File: src/rtl/instr_fetch.sv
// Fetch stage: owns the PC, drives a 1-cycle-latency instruction memory and
// presents {instr, pc, pc+4, valid} to decode with stall, flush and EBREAK halt.
module instr_fetch #(
    parameter int                    DATA_WIDTH = 32,
    parameter logic [DATA_WIDTH-1:0] RESET_PC   = 32'h00000000,
    parameter logic [DATA_WIDTH-1:0] NOP_INSTR  = 32'h00000013
) (
    input  logic                  i_clk,
    input  logic                  i_rst_n,
    input  logic                  i_en,
    input  logic                  i_stall,
    input  logic                  i_flush,
    input  logic [DATA_WIDTH-1:0] i_redirect_pc,
    output logic [DATA_WIDTH-1:0] o_imem_addr,
    input  logic [DATA_WIDTH-1:0] i_imem_data,
    output logic [DATA_WIDTH-1:0] o_instr,
    output logic [DATA_WIDTH-1:0] o_pc,
    output logic [DATA_WIDTH-1:0] o_pc_plus4,
    output logic                  o_valid,
    output logic                  o_halt
);

    localparam logic [DATA_WIDTH-1:0] EBREAK_INSTR = DATA_WIDTH'(32'h00100073);
    localparam logic [DATA_WIDTH-1:0] PC_STEP      = DATA_WIDTH'(4);
    localparam logic [DATA_WIDTH-1:0] ALIGN_MASK   = ~DATA_WIDTH'(3);

    logic [DATA_WIDTH-1:0] pc_reg;
    logic [DATA_WIDTH-1:0] d_pc_reg;
    logic                  d_valid_reg;
    logic [DATA_WIDTH-1:0] hold_instr_reg;
    logic                  hold_vld_reg;
    logic                  halted_reg;

    logic hold;
    logic ebreak_seen;

    assign hold        = i_stall | ~i_en;
    assign ebreak_seen = d_valid_reg && (o_instr == EBREAK_INSTR);

    assign o_imem_addr = pc_reg;
    assign o_instr     = !d_valid_reg ? NOP_INSTR :
                         hold_vld_reg ? hold_instr_reg : i_imem_data;
    assign o_pc        = d_pc_reg;
    assign o_pc_plus4  = d_pc_reg + PC_STEP;
    assign o_valid     = d_valid_reg;
    assign o_halt      = halted_reg;

    always_ff @(posedge i_clk or negedge i_rst_n) begin
        if (!i_rst_n) begin
            pc_reg         <= RESET_PC;
            d_pc_reg       <= RESET_PC;
            d_valid_reg    <= 1'b0;
            hold_instr_reg <= NOP_INSTR;
            hold_vld_reg   <= 1'b0;
            halted_reg     <= 1'b0;
        end else if (halted_reg) begin
            d_valid_reg  <= 1'b0;
            hold_vld_reg <= 1'b0;
        end else if (i_flush) begin
            pc_reg       <= i_redirect_pc & ALIGN_MASK;
            d_valid_reg  <= 1'b0;
            hold_vld_reg <= 1'b0;
        end else if (hold) begin
            // imem output moves on to mem[pc] during a stall, so latch the word for d_pc once
            if (!hold_vld_reg) begin
                hold_instr_reg <= i_imem_data;
                hold_vld_reg   <= 1'b1;
            end
        end else if (ebreak_seen) begin
            halted_reg   <= 1'b1;
            d_valid_reg  <= 1'b0;
            hold_vld_reg <= 1'b0;
        end else begin
            d_pc_reg     <= pc_reg;
            d_valid_reg  <= 1'b1;
            hold_vld_reg <= 1'b0;
            pc_reg       <= pc_reg + PC_STEP;
        end
    end

endmodule

File: config.mk
export PLATFORM = sky130hd
export DESIGN_NAME = instr_fetch
export DESIGN_NICKNAME = d
export VERILOG_FILES = /design/src/rtl/instr_fetch.sv
export SDC_FILE = /design/constraint.sdc
export NUM_CORES = 1
export LEC_CHECK = 0
export CORE_ASPECT_RATIO = 1.2
export CORE_MARGIN = 2
export CORE_UTILIZATION = 40
export CTS_CLUSTER_SIZE = 24
export DETAILED_ROUTE_END_ITERATION = 12
export GPL_ROUTABILITY_DRIVEN = 0
export GPL_TIMING_DRIVEN = 0
export PLACE_DENSITY = 0.72
export SYNTH_ARGS = -nofsm -noshare
export SYNTH_HDL_FRONTEND = slang
export SYNTH_SLANG_ARGS = --single-unit
File: constraint.sdc
create_clock -name i_clk -period 2.6 [get_ports i_clk]
set_input_delay 0.78 -clock i_clk [delete_from_list [all_inputs] [get_ports i_clk]]
set_output_delay 0.78 -clock i_clk [all_outputs]
set_load 0.05 [all_outputs]
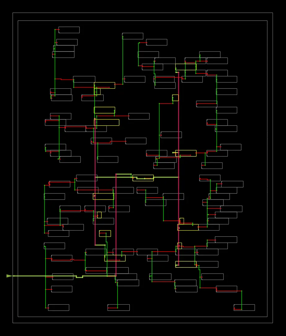
(clock routing)
clock buf count: 10
Latency at later pin: 350 ps

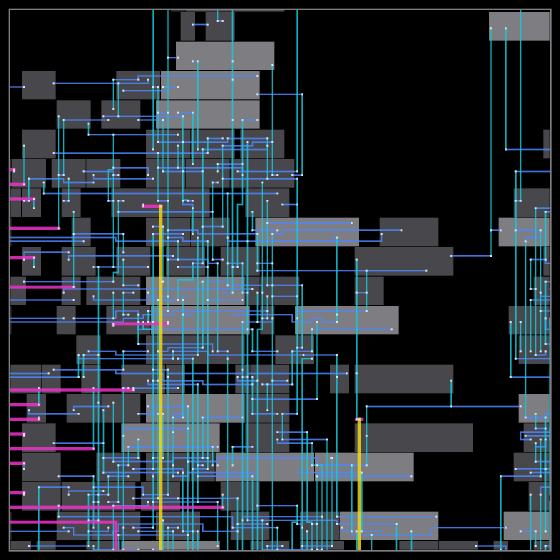
(layout detail)
Window x 4 to 54, y 78 to 128 um. Cells in grey, sequential cells in the stronger grey; small squares are vias.
Key: cyan = metal 2; magenta = metal 3; blue = metal 1; yellow = metal 4
Sequential cells in the window: 14. Most frequent: mux2_2 (13), mux2i_1 (12), dfrtp_1 (11). Netlist names of flops here include hold_instr_reg (11). 90 logic cells have their middle in the window.

==> qor.csv <==
stage;metric;value;unit
finish;largest_reg_flops;32;
timing;whs;427;ps
power;p_sw;776;uW
finish;fin_util;63.9;%
worst_setup_path;cp_max_fo;6;
floorplan;die-area;15700;um^2
detailed_routing;wl_met3;1710;um
detailed_routing;vias;5823;
worst_setup_path;worstPathArrival;2200;ps
floorplan;die_y;137;um
worst_setup_path;path_cells;and3_4, nand3_4, nor3_4, buf_12, and3_4, nand4_1, xnor2_4, buf_6;
synth;syn-instance-count;583;
timing;clock_skew;5.63;ps
detailed_routing;detail-route-antenna-nets;0;
floorplan;core.rowCount;48;
detailed_routing;drc;0;
synth;enable_flop_cells;0;
worst_setup_path;critPathMostFrequentCell;and3_4;
synth;topCombFamilyByArea;simple AND/OR/NAND/NOR gates;
job;warning_count;31;
clock_tree;clk_pin_slew_worst_paths;70;ps
worst_setup_path;rr_endpoint;o_pc[7]$_DFFE_PN0P_;
synth;synth_cell_type_count;66;
global_routing;grt.busiest_layer;met2;
clock_tree;cts_root_buffer;clkbuf_16;
place;dp_slack;-955;ps
synth;ys_sh_aoi;11.8;%
global_routing;grtUsageMet2;43.3;%
global_routing;grt_overflow;0;
outcome;status;complete, but fails checks;
worst_setup_path;cp.required;1820;ps
floorplan;die_w;115;um
clock_tree;cts_tree;yes;
floorplan;io_pins;199;
timing;finalSetupViolations;17;
finish;syn2layout_area_growth;56.1;%
worst_setup_path;crit_start;o_pc[12]$_DFFE_PN0P_;
finish;fin_area;9170;um^2
synth;yosys_cells;583;
timing;finalHoldViolCount;0;
worst_setup_path;crit_end;o_pc_plus4[27];
detailed_routing;drtPass1Iterations;5;
synth;yosysWarningCount;0;
synth;ys_sh_adder;0.426;%
worst_setup_path;cp_num_buf_inv;2;
timing;worst_pin_slew;591;ps
worst_setup_path;cp-start-kind;register;
global_routing;grt.total_usage;25.6;%
power;max-vdd-ir-drop;229;uV
clock_tree;cts-hold-fix-buffers;0;
finish;drive_above_1_share;37.8;%
power;cellPowerDensity;349;nW/um^2
synth;ys_top_cells_by_count;dfrtp_1, mux2_2, nand2_1;
synth;avgSynthCellArea;10.1;um^2
synth;ys_seq_share;40.5;%
detailed_routing;wl_met2;9730;um
synth;synth_area_leader_cell;dfrtp_1;
power;intPower;2430;uW
worst_setup_path;endpoint_kind;output port;
global_routing;use_met3;4.07;%
place;portBuffers;190;
power;p_clk_share;41.8;%
global_routing;grt_first_pass_wirelength;31100;um
timing;layout_setup_ws;-382;ps
synth;synth-xor-area-share;4.17;%
hold_path;hp-class;in -> async;
worst_setup_path;crit_family;simple AND/OR/NAND/NOR gates;
detailed_routing;drt-total-wl;20200;um
timing;fmax;335;MHz
place;dp_cells;954;
detailed_routing;routed_via_density;5.82;
worst_setup_path;reg2reg_slack;150;ps
place;dpl-instance-area;8410;um^2
clock_tree;htreeDepth;3;
outcome;violations;negative setup slack;
timing;slew_viol_final;0;
worst_setup_path;cp_slowest_stage_delay;400;ps
worst_setup_path;regToRegStartpoint;hold_instr_reg[22]$_DFFE_PN0P_;
synth;ys_sh_mux;17.1;%
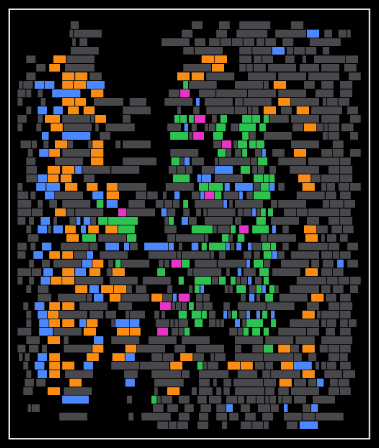
(selected gate families)
Key: orange = mux cells [cells 93, where spread over the die]; blue = nor cells [cells 94]; green = aoi and oai cells [cells 83]; magenta = non-inverting ao/oa cells [cells 11]

power by group through the flow:
stage	Sequential, uW	Clock (uW)	Combinational [uW]
2_1_floorplan	1570	0	113
3_3_place_gp	1560	0	309
3_5_place_dp	1570	0	318
4_1_cts	1540	1350	323
5_1_grt	1540	1410	352
6_report	1540	1340	327
final cells by class:
class                           count  area (um^2)
Multi-Input combinational cell    442         3870
Inverter                           10         37.5
Clock inverter                      6         60.1
Tap cell                          175          219
Buffer                             40          290
Fill cell                        1190         5180
Timing Repair Buffer              223         2060
Clock buffer                       10          239
Sequential cell                    95         2400
timing repair:
item,CTS,global route
endpoints found under the setup margin,124,142
gates cloned,3,0
pin swaps,21,18
setup buffers,20,9
gates resized,393,61
Power and IR drop assume default switching activity.
